Run 1, routed metal, one color a layer:
Drawn at 1.5 px/micron.
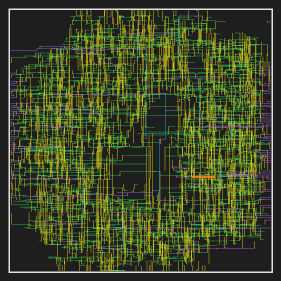
Run 1, clock routing:
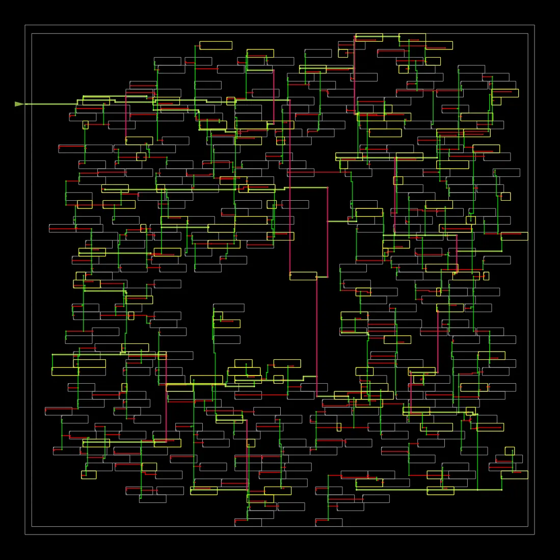
Run 1, met3 routing:
Drawn at 3 px/micron.
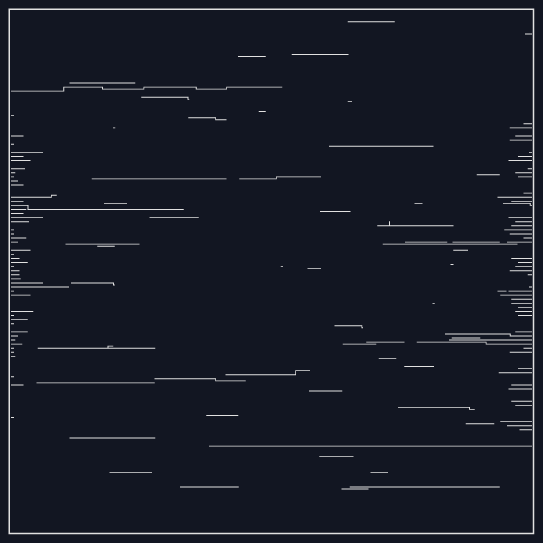
Run 1, clock distribution:
Drawn at 3 px/micron.
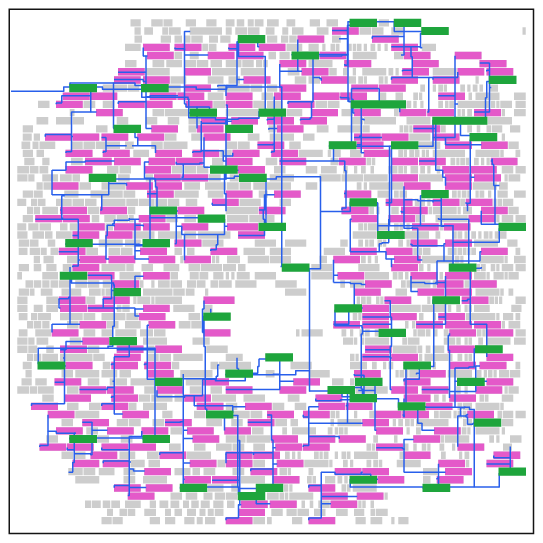
**config.mk**
```make
export PLATFORM = sky130hd
export DESIGN_NAME = instr_fetch_buffer
export DESIGN_NICKNAME = d
export VERILOG_FILES = /design/src/rtl/instr_fetch_buffer.sv
export SDC_FILE = /design/constraint.sdc
export NUM_CORES = 1
export LEC_CHECK = 0
export CAP_MARGIN = 30
export CORE_MARGIN = 2
export CORE_UTILIZATION = 45
export CTS_CLUSTER_DIAMETER = 30
export DETAILED_ROUTE_END_ITERATION = 8
export PLACE_DENSITY = 0.7
export SYNTH_ARGS = -nofsm -noshare
export SYNTH_HDL_FRONTEND = slang
export SYNTH_SLANG_ARGS = --single-unit
```
**constraint.sdc**
```tcl
create_clock -name clk -period 1.8 [get_ports clk]
set_input_delay 0.36 -clock clk [delete_from_list [all_inputs] [get_ports clk]]
set_output_delay 0.36 -clock clk [all_outputs]
set_load 0.01 [all_outputs]
```
**src/rtl/instr_fetch_buffer.sv**
```systemverilog
// Purpose : fetch responder between PC and decode; issues word-aligned reads to a 1-cycle
//           synchronous instruction memory and queues {instr, pc, misaligned} in a small FIFO.
// Latency : accept in cycle C -> mem_en in C, mem_rdata in C+1, rsp_valid in C+2 (no bypass).
// Backpr. : req_ready drops once buffered entries plus the in-flight read fill DEPTH.
//
// Ports:
//   clk, rst                      clock, asynchronous active-low reset
//   req_valid/req_ready/req_addr  fetch PC handshake
//   flush                         PC redirect; drops buffered and in-flight fetches
//   mem_en/mem_addr/mem_rdata     instruction memory read port
//   rsp_valid/rsp_ready           response handshake
//   rsp_instr/rsp_pc/rsp_misaligned  head FIFO entry
module instr_fetch_buffer #(
    parameter int WIDTH = 32,
    parameter int DEPTH = 4
) (
    input  logic             clk,
    input  logic             rst,
    input  logic             req_valid,
    output logic             req_ready,
    input  logic [WIDTH-1:0] req_addr,
    input  logic             flush,
    output logic             mem_en,
    output logic [WIDTH-1:0] mem_addr,
    input  logic [WIDTH-1:0] mem_rdata,
    output logic             rsp_valid,
    input  logic             rsp_ready,
    output logic [WIDTH-1:0] rsp_instr,
    output logic [WIDTH-1:0] rsp_pc,
    output logic             rsp_misaligned
);

    localparam int AW = $clog2(DEPTH);
    localparam int CW = AW + 1;
    localparam logic [WIDTH-1:0] NOP = WIDTH'(32'h0000_0013);

    typedef struct packed {
        logic [WIDTH-1:0] instr;
        logic [WIDTH-1:0] pc;
        logic             mis;
    } entry_t;

    entry_t           store [DEPTH];
    logic [AW-1:0]    wr_ptr;
    logic [AW-1:0]    rd_ptr;
    logic [CW-1:0]    count;
    logic             inflight;
    logic [WIDTH-1:0] if_pc;
    logic             if_mis;

    logic             aligned;
    logic             accept;
    logic             push;
    logic             pop;
    logic [CW-1:0]    occupancy;
    entry_t           wr_entry;

    // The in-flight read always has a FIFO slot reserved for it, so it can
    // never find the FIFO full when its data lands.
    assign occupancy = count + CW'(inflight);
    assign req_ready = rst && !flush && (occupancy < CW'(DEPTH));
    assign accept    = req_valid && req_ready;
    assign aligned   = (req_addr[1:0] == 2'b00);

    // Misaligned PCs never touch memory; a NOP stands in for the data.
    assign mem_en    = accept && aligned;
    assign mem_addr  = rst ? {req_addr[WIDTH-1:2], 2'b00} : '0;

    assign push      = inflight;
    assign pop       = rsp_valid && rsp_ready;

    always_comb begin
        wr_entry       = '0;
        wr_entry.instr = if_mis ? NOP : mem_rdata;
        wr_entry.pc    = if_pc;
        wr_entry.mis   = if_mis;
    end

    always_ff @(posedge clk or negedge rst) begin
        if (!rst) begin
            wr_ptr   <= '0;
            rd_ptr   <= '0;
            count    <= '0;
            inflight <= 1'b0;
            if_pc    <= '0;
            if_mis   <= 1'b0;
            for (int i = 0; i < DEPTH; i++) begin
                store[i] <= '0;
            end
        end else if (flush) begin
            // Redirect: the returning read for any in-flight fetch is dropped
            // simply by clearing inflight; storage contents are left stale.
            wr_ptr   <= '0;
            rd_ptr   <= '0;
            count    <= '0;
            inflight <= 1'b0;
        end else begin
            inflight <= accept;
            if (accept) begin
                if_pc  <= req_addr;
                if_mis <= !aligned;
            end
            if (push) begin
                store[wr_ptr] <= wr_entry;
                wr_ptr        <= wr_ptr + AW'(1);
            end
            if (pop) begin
                rd_ptr <= rd_ptr + AW'(1);
            end
            count <= count + CW'(push) - CW'(pop);
        end
    end

    // Head outputs come straight from registered state; reset zeroes storage,
    // so these read 0 while rst is low.
    assign rsp_valid      = (count != '0);
    assign rsp_instr      = store[rd_ptr].instr;
    assign rsp_pc         = store[rd_ptr].pc;
    assign rsp_misaligned = store[rd_ptr].mis;

endmodule

```
==> reports/summary.txt, run 1 <==
Pwr/cell area = 1540 nW/um^2
Final setup viols = 101
Dpl ws = -0.488 ns
Largest class = registers
Unrepaired setup endpoints after global routing = yes
GRT overflow = 0
Tool warnings = 33
Status = finished, violations left
Multi-input combinational area share = 27.8%
Wire per inst = 18.4 microns
# fillers = 2043
# diodes = 0
Async SR Flop Fraction = 100%
Mapped Cells = 959
Worst Slack Setup Final = -0.675 ns
XORs/XNORs by Area = 0.393%
MUX area fraction = 25.9%
Registers, synthesis = 301
Crit-path leading delay family = buffers and inverters
Worst-Margin Slew = 0.784 ns
Mean area per synthesized cell = 13.6 sq um
Synth-to-Final Area Change = 44.2%
Failing checks = negative setup slack
-- 'routed metal, one color a layer' (at the start) --
| color | layer | wire length |
|---|---|---|
| purple | met3 | 1610 microns |
| green | met1 | 13500 microns |
| cyan | met4 | 318 microns |
| yellow | met2 | 15600 microns |
| orange | met5 | 13.8 microns |

-- 'clock routing' (at the start) --
Layout Skew: 0.0213 ns
CLK BUF: 69

-- 'met3 routing' (at the start) --
share of all routed wire: 5.2%
longest straight run: 107 microns
wire length on this layer: 1610 microns
main direction: horizontal
nets with wire on the layer: 119
met3 Usage GRT: 4.59%
Routed Wire Length: 31.0 mm
vias post-DR: 8664

-- 'clock distribution' (at the start) --
[green] cells driving clock nets | count: 61
[blue] clock wires | length: 4130 microns
[magenta] flip-flops | count: 301
routed clock nets: 62

==> run 1: worst register-to-register path, delay by kind of cell (launching register included) <==
kind,cells,cell delay (ns)
adders and majority gates,2,0.36
and+or+nand+nor,1,0.17
DFF,1,0.39
xor gates and xnor gates,1,0.17
buffers and inverters,4,0.54
muxes,1,0.30
==> run 1: timing repair <==
action                                  in CTS  in global routing
resized                                    399                 33
pin swaps                                    5                  2
gates cloned                                 7                  0
buffers inserted                            25                 14
endpoints found under the setup margin     130                102
hold endpoints to repair                    37                  0
hold buffers                                 3                  0
==> run 1: power groups by stage <==
stage               Sequential (mW)  Clock (mW)  Combinational [mW]
finish                         8.96        12.4                7.69
global route                   9.15        13.0                8.22
CTS                            8.96        12.6                7.55
detailed placement             9.05           0                6.48
global placement               8.99           0                6.37
floorplan                      8.69           0                3.65
==> run 2, diff against run 1 <==
--- a/config.mk
+++ b/config.mk
@@ -11,6 +11,7 @@
 export CTS_CLUSTER_DIAMETER = 30
 export DETAILED_ROUTE_END_ITERATION = 8
 export PLACE_DENSITY = 0.7
+export SKIP_LAST_GASP = 1
 export SYNTH_ARGS = -nofsm -noshare
 export SYNTH_HDL_FRONTEND = slang
 export SYNTH_SLANG_ARGS = --single-unit
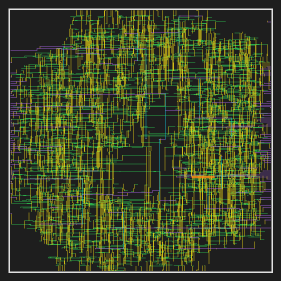
Run 2: routed metal, one color a layer
Drawn at 1.5 px/micron.
| color | layer | wire length |
|---|---|---|
| purple | met3 | 1580 microns |
| orange | met5 | 13.8 microns |
| yellow | met2 | 15500 microns |
| cyan | met4 | 318 microns |
| green | met1 | 13600 microns |
wire per inst: 18.4 microns
vias post-DR: 8637
Tot GR Track Use: 21.2%
Routed Wire Length: 31.0 mm

==> run 2 against run 1 <==
Effect of this change: the flow still finishes with violations (negative setup slack); synthesized area is the same; combinational power is essentially flat; utilization is essentially flat; critical endpoint unchanged; largest cell class unchanged; first-iteration DRC count shrank 0.23%; register-to-register slack is essentially flat; cell area is essentially flat; sequential share of layout area is essentially flat.
==> reports/summary.txt, run 2 <==
Met3 Usage GRT = 4.66% (+0.066 points)
Worst-Margin Slew = 0.780 ns (-0.00412 ns)
Failing checks = negative setup slack
Layout Skew = 0.0207 ns (-0.000526 ns)
Crit-path leading delay family = buffers and inverters
Dpl ws = -0.488 ns (unchanged)
Pwr/cell area = 1540 nW/um^2 (about the same)
Post-CTS Setup Inserts = 25 (unchanged)
Worst Slack Setup Final = -0.675 ns (-0.000257 ns)
Synth-to-Final Area Change = 44.1% (about the same)
Biggest consumer = the clock network
Mapped Cells = 959 (unchanged)
Mean area per synthesized cell = 13.6 sq um (unchanged)
Seq group = 8.96 mW (about the same)
Clock network power = 12.4 mW (about the same)
Status = finished, violations left
Multi-input combinational area share = 27.7% (about the same)
Final setup viols = 101 (unchanged)
CLK BUF = 69 (unchanged)
Registers, synthesis = 301 (unchanged)
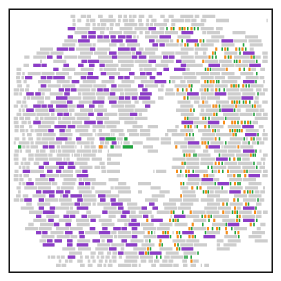
Run 2: gate-type map
Drawn at 1.5 px/micron.
| color | family | cells |
|---|---|---|
| green | NAND gates | 166 |
| purple | multiplexers | 226 |
| orange | inverting AOI/OAI gates | 133 |

## run 2: through the flow
step                utilization (%)  cells  area (sq um)
floorplan                         -    960         13100
global placement               55.3   1532         15800
detailed placement             55.3   1532         15800
CTS                            65.1   1680         18600
global route                   65.7   1687         18800
finish                         65.7   1687         18800
## run 2: kinds of logic after synthesis
group / after synthesis / synth area share [%]
DFF: 301 / 57.7
muxes: 226 / 25.9
and+or+nand+nor: 210 / 7.08
AOI/OAI and AO/OA: 135 / 5.27
buffers and inverters: 73 / 2.82
adders and majority gates: 8 / 0.767
xor gates and xnor gates: 5 / 0.393
other: 1 / 0.0287
==> run 3, diff against run 2 <==
--- a/config.mk
+++ b/config.mk
@@ -6,9 +6,10 @@
 export NUM_CORES = 1
 export LEC_CHECK = 0
 export CAP_MARGIN = 30
+export CORE_ASPECT_RATIO = 1.2
 export CORE_MARGIN = 2
 export CORE_UTILIZATION = 45
-export CTS_CLUSTER_DIAMETER = 30
+export CTS_CLUSTER_DIAMETER = 80
 export DETAILED_ROUTE_END_ITERATION = 8
 export PLACE_DENSITY = 0.7
 export SKIP_LAST_GASP = 1
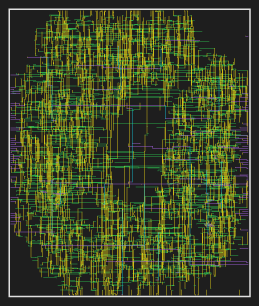
Run 3: routed metal, one color a layer
Drawn at 1.5 px/micron.
| color | layer | wire length |
|---|---|---|
| purple | met3 | 1260 microns |
| cyan | met4 | 527 microns |
| green | met1 | 13100 microns |
| yellow | met2 | 15300 microns |

==> run 3 against run 2 <==
Effect of this change: cell count decreased by 4.3%; largest cell class unchanged; first-iteration DRC count decreased by 7.7%; synthesized cell count unchanged; via count fell by 1.8%; count of clock-buffer cells in the layout is 29 lower; critical path depth unchanged; sequential cell count unchanged; utilization fell by 4.8 points; maximum frequency up 1.6%; clock skew decreased by 0.012 ns; worst setup slack improved by 0.038 ns; the flow still finishes with violations (negative setup slack); die area is essentially flat.
==> reports/summary.txt, run 3 <==
Status = finished, violations left
Failing checks = negative setup slack
Crit path required time = 1.44 ns
Crit path largest cell delay = 0.51 ns
Highest metal used = met4
Register Area = 7540 sq um
Max_cap viols = 0
CORE AREA = 28700 sq um
Reg2reg path depth = 9
Post-Place Cells = 1533 (+0.065%)
Pwr/cell area = 1330 nW/um^2 (-14%)
Wire per inst = 18.7 microns (+1.9%)
Non-Filler Instances = 1614 (-4.3%)
Tot GR Track Use = 20.3% (-0.89 points)
Beginning of the critical path = rd_ptr[0]
Dpl hpwl = 18.5 mm
Worst-Margin Slew = 1.01 ns (+0.228 ns)
Final setup viols = 100 (-0.99%)
Layer with the highest usage = met2
Vias post-DR = 8482 (-1.8%)
CP Depth = 5
Setup_tns = -42.38 ns
# IOs = 169
# fillers = 2272
Fin Hold WS = 0.00665 ns
Initial antenna violation count = 0
Worst Slack Setup Final = -0.637 ns (+0.0378 ns)
Die Size = 30400 sq um
DRT Pass-1 Iters = 4
Crit-path leading delay family = buffers and inverters
Critical Path, Cell by Cell = buf_6 -> buf_12 -> buf_16 -> mux4_2 -> buf_6
Multi-input combinational area share = 29.9% (+2.2 points)
Mapped Cells = 959 (unchanged)
Dpl ws = -0.463 ns (+0.0255 ns)
Dominant cell area share = 57.7%
Initial Util = 45.5%
Registers, synthesis = 301 (unchanged)
Fin util = 60.9% (-4.8 points)
Synth-to-Final Area Change = 33.8%
CLK BUF = 40 (-42%)
Design Area, Final = 17500 sq um (-7.1%)
Placed Area = 15800 sq um (+0.17%)
Mean area per synthesized cell = 13.6 sq um (unchanged)
Sequential portion of the cell area = 43.2%
Layout Skew = 0.00903 ns (-0.0117 ns)
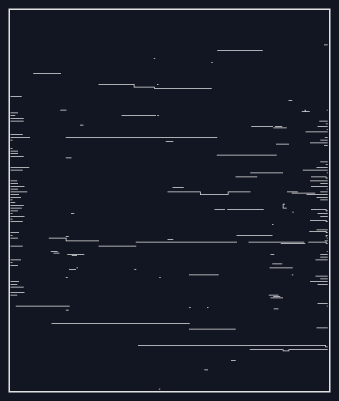
Run 3: met3 routing
Drawn at 2 px/micron.
wire length on this layer: 1260 microns
nets with wire on the layer: 118
share of all routed wire: 4.2%
longest straight run: 93.6 microns
Routed Wire Length: 30.2 mm
met3 Usage GRT: 3.04%

-- run 3: cell counts after synthesis --
Identical to the previous run, type by type.
-- run 3: kinds of logic (layout without fill, tap and decap cells) --
| kind of cell | after synthesis | in the layout | synth area share (%) |
|---|---|---|---|
| mux | 226 | 226 | 25.9 |
| other cells | 1 | 2 | 0.0287 |
| buf+inv | 73 | 342 | 2.82 |
| compound gates | 135 | 135 | 5.27 |
| xor+xnor | 5 | 5 | 0.393 |
| simple gates | 210 | 210 | 7.08 |
| fa+ha+maj | 8 | 8 | 0.767 |
| flops | 301 | 301 | 57.7 |
-- run 3: where the power goes --
group	total [mW]	internal, mW	leakage (nW)	switching, mW
Sequential	8.96	8.03	4.01	0.925
Combinational	7.48	4.60	3.55	2.88
Clock	6.77	4.14	0.545	2.62
Total	23.2	16.8	8.10	6.43
Power and IR drop assume default switching activity.
